## config.mk

```make
export PLATFORM = sky130hd
export DESIGN_NAME = registros_etapas_fd_de
export DESIGN_NICKNAME = d
export VERILOG_FILES = /design/src/rtl/registros_etapas_fd_de.sv
export SDC_FILE = /design/constraint.sdc
export NUM_CORES = 1
export LEC_CHECK = 0
export CORE_AREA = 2 2 222 224
export DETAILED_ROUTE_END_ITERATION = 8
export DIE_AREA = 0 0 224 226
export GPL_TIMING_DRIVEN = 1
export PLACE_DENSITY_LB_ADDON = 0.15
export SYNTH_ARGS = -nofsm -noshare
export SYNTH_HDL_FRONTEND = slang
export SYNTH_SLANG_ARGS = --single-unit
```

## constraint.sdc

```tcl
create_clock -name clk -period 2.1 [get_ports clk]
set_clock_uncertainty 0.2 [all_clocks]
set_input_delay 0.21 -clock clk [delete_from_list [all_inputs] [get_ports clk]]
set_output_delay 0.21 -clock clk [all_outputs]
set_load 0.1 [all_outputs]
```

## src/rtl/registros_etapas_fd_de.sv

```systemverilog
// Front-end pipeline registers: PC, IF/ID and ID/EX with stall/flush handling,
// per-stage valid tags and saturating stall/redirect performance counters.
module registros_etapas_fd_de #(
  parameter int unsigned     XLEN      = 32,
  parameter int unsigned     CTRL_W    = 12,
  parameter int unsigned     CNT_W     = 16,
  parameter logic [XLEN-1:0] RESET_PC  = '0,
  parameter logic [31:0]     NOP_INSTR = 32'h0000_0013
) (
  input  logic              clk,
  input  logic              reset,
  input  logic              StallF,
  input  logic              StallD,
  input  logic              FlushD,
  input  logic              FlushE,
  input  logic [XLEN-1:0]   PCNextF_i,
  input  logic [31:0]       InstrF_i,
  input  logic [XLEN-1:0]   PCPlus4F_i,
  input  logic [XLEN-1:0]   RD1D_i,
  input  logic [XLEN-1:0]   RD2D_i,
  input  logic [XLEN-1:0]   ImmExtD_i,
  input  logic [4:0]        Rs1D_i,
  input  logic [4:0]        Rs2D_i,
  input  logic [4:0]        RdD_i,
  input  logic [CTRL_W-1:0] CtrlD_i,
  output logic [XLEN-1:0]   PCF_o,
  output logic [31:0]       InstrD_o,
  output logic [XLEN-1:0]   PCD_o,
  output logic [XLEN-1:0]   PCPlus4D_o,
  output logic              ValidD_o,
  output logic [XLEN-1:0]   RD1E_o,
  output logic [XLEN-1:0]   RD2E_o,
  output logic [XLEN-1:0]   ImmExtE_o,
  output logic [XLEN-1:0]   PCE_o,
  output logic [XLEN-1:0]   PCPlus4E_o,
  output logic [4:0]        Rs1E_o,
  output logic [4:0]        Rs2E_o,
  output logic [4:0]        RdE_o,
  output logic [CTRL_W-1:0] CtrlE_o,
  output logic              ValidE_o,
  output logic [CNT_W-1:0]  StallCnt_o,
  output logic [CNT_W-1:0]  FlushCnt_o
);

  localparam logic [CNT_W-1:0] CNT_MAX = '1;

  // Fetch PC: advances unless fetch is stalled.
  always_ff @(posedge clk) begin
    if (reset) begin
      PCF_o <= RESET_PC;
    end else if (!StallF) begin
      PCF_o <= PCNextF_i;
    end
  end

  // IF/ID register: flush beats stall, stall beats load.
  always_ff @(posedge clk) begin
    if (reset || FlushD) begin
      InstrD_o   <= NOP_INSTR;
      PCD_o      <= '0;
      PCPlus4D_o <= '0;
      ValidD_o   <= 1'b0;
    end else if (!StallD) begin
      InstrD_o   <= InstrF_i;
      PCD_o      <= PCF_o;
      PCPlus4D_o <= PCPlus4F_i;
      ValidD_o   <= 1'b1;
    end
  end

  // ID/EX register: never holds; a flush inserts an all-zero bubble.
  always_ff @(posedge clk) begin
    if (reset || FlushE) begin
      RD1E_o     <= '0;
      RD2E_o     <= '0;
      ImmExtE_o  <= '0;
      PCE_o      <= '0;
      PCPlus4E_o <= '0;
      Rs1E_o     <= '0;
      Rs2E_o     <= '0;
      RdE_o      <= '0;
      CtrlE_o    <= '0;
      ValidE_o   <= 1'b0;
    end else begin
      RD1E_o     <= RD1D_i;
      RD2E_o     <= RD2D_i;
      ImmExtE_o  <= ImmExtD_i;
      PCE_o      <= PCD_o;
      PCPlus4E_o <= PCPlus4D_o;
      Rs1E_o     <= Rs1D_i;
      Rs2E_o     <= Rs2D_i;
      RdE_o      <= RdD_i;
      CtrlE_o    <= CtrlD_i;
      ValidE_o   <= ValidD_o;
    end
  end

  // Saturating counters of decode-stall and decode-flush cycles.
  always_ff @(posedge clk) begin
    if (reset) begin
      StallCnt_o <= '0;
      FlushCnt_o <= '0;
    end else begin
      if (StallD && (StallCnt_o != CNT_MAX)) begin
        StallCnt_o <= StallCnt_o + CNT_W'(1);
      end
      if (FlushD && (FlushCnt_o != CNT_MAX)) begin
        FlushCnt_o <= FlushCnt_o + CNT_W'(1);
      end
    end
  end

endmodule
```

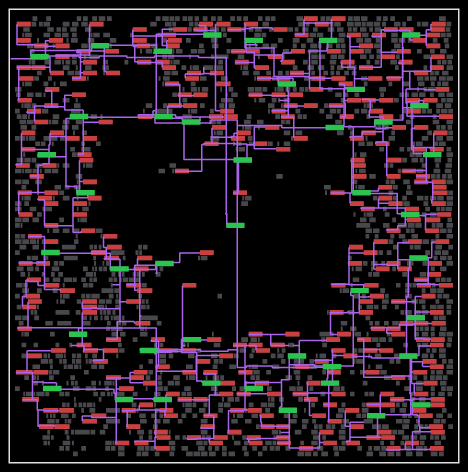
(clock network drawn from the DEF)
(2 px per µm)
[clock wires] purple | length: 5130 µm
[cells driving clock nets] green | count: 43
[flip-flops] red | count: 349
routed clock nets	44
P_clk: 0.00701 W
power share of the clock group: 0.416
Clock Latency Late Sink: 550 ps

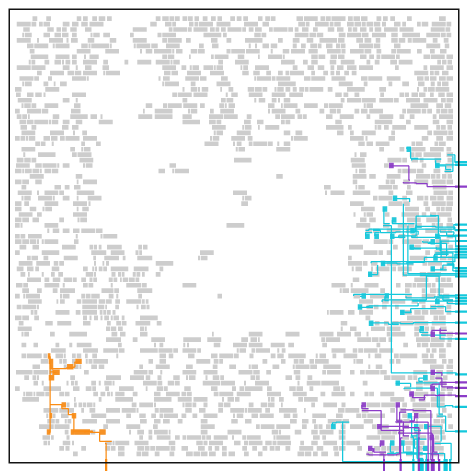
(I/O nets highlighted)
(2 px per µm)
port	color	bits	direction	end cells	buffers	wire
FlushD	orange	1	input	14	2	125 µm
RD2D_i	cyan	32	input	32	50	1460 µm
CtrlD_i	purple	12	input	12	19	453 µm
port buffer count: 573
I/O Pins: 574

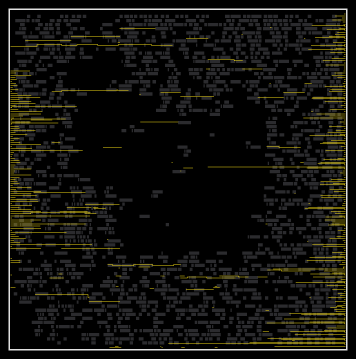
(the metal 3 layer)
(1.5 px per µm)
longest straight run	118 µm
main direction	horizontal
drt total wl: 41040 µm
met3 global-route usage: 0.06661
Via Count: 9457

==> run summary <==
register area: 7032 µm²
CP Depth: 5
Seq pwr share: 0.412
post-synth top area cell: dfxtp_1
area post-placement: 16980 µm²
Routed WL per cell: 17.54 µm
Simple-Gate Area Share: 0.2027
Flop+latch power: 0.00693 W
yosys aoi share: 0.02423
combinational gate area: 4015 µm²
first-pass GRT wire length: 59790 µm
Post-CTS Setup Bufs: 0
utilization after layout: 0.3974
grt total ovfl: 0
grt met2 use: 0.2817
ys cells: 1019
depth of the worst register-to-register path: 5
most frequent logic cell in the layout: buf_4
P_leak: 8.550 nW
clk sink count: 349
WHS Endpoint: Rs2E_o[0]
Top Consumer: the clock network
Routed met1 length: 15120 µm
Post-Syn Area: 11260 µm²
CP delay by family, top: simple AND/OR/NAND/NOR gates
Critical R2R Capture: StallCnt_o[10]
post-synthesis cell count: 1019
Rel. slew slack: 0.6576
Worst-Margin Slew: 513.5 ps
number of enable flip-flop cells: 0
gr usage total: 0.1556
hold path depth: 2
f_max: 0.5226 GHz
Setup TNS: 0 ps
Clock transition at path regs: 60 ps
clkbuf count: 68
number of max-cap violations: 0
Buffers & Inverters on Critical Path: 0
switching pwr: 0.004844 W
total power: 0.01683 W
TritonRoute pass-1 iters: 4
GRT met1 Usage: 0.1616
Critical Path End Type: register
outcome: finished, final reports clean
clock root buffer: clkbuf_16
Seq/total area: 0.3660
Hold WS: 35.99 ps
clock tree cell share of total cell area: 0.06929
Fillers: 4819
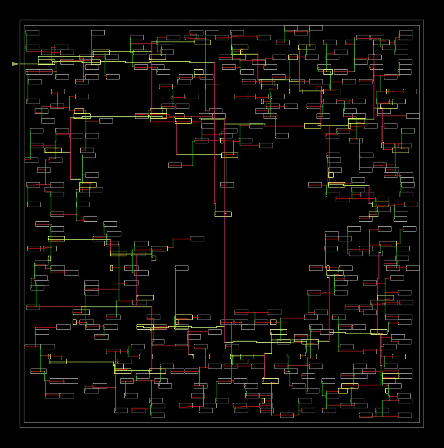
(clock routing)
flip-flops: 349
TritonCTS buffer count: 43

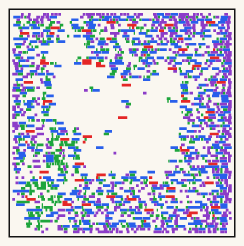
(cell classes on the final placement)
(1 px per µm)
class	color	cells
flip-flops	blue	349
other buffers and delay cells	purple	684
clock drivers and dummy loads	red	72
all other logic	green	611
Row Count: 81
Core Area: 48340 µm²
cell area after layout: 19210 µm²

Power is estimated from default activity; no workload was simulated.
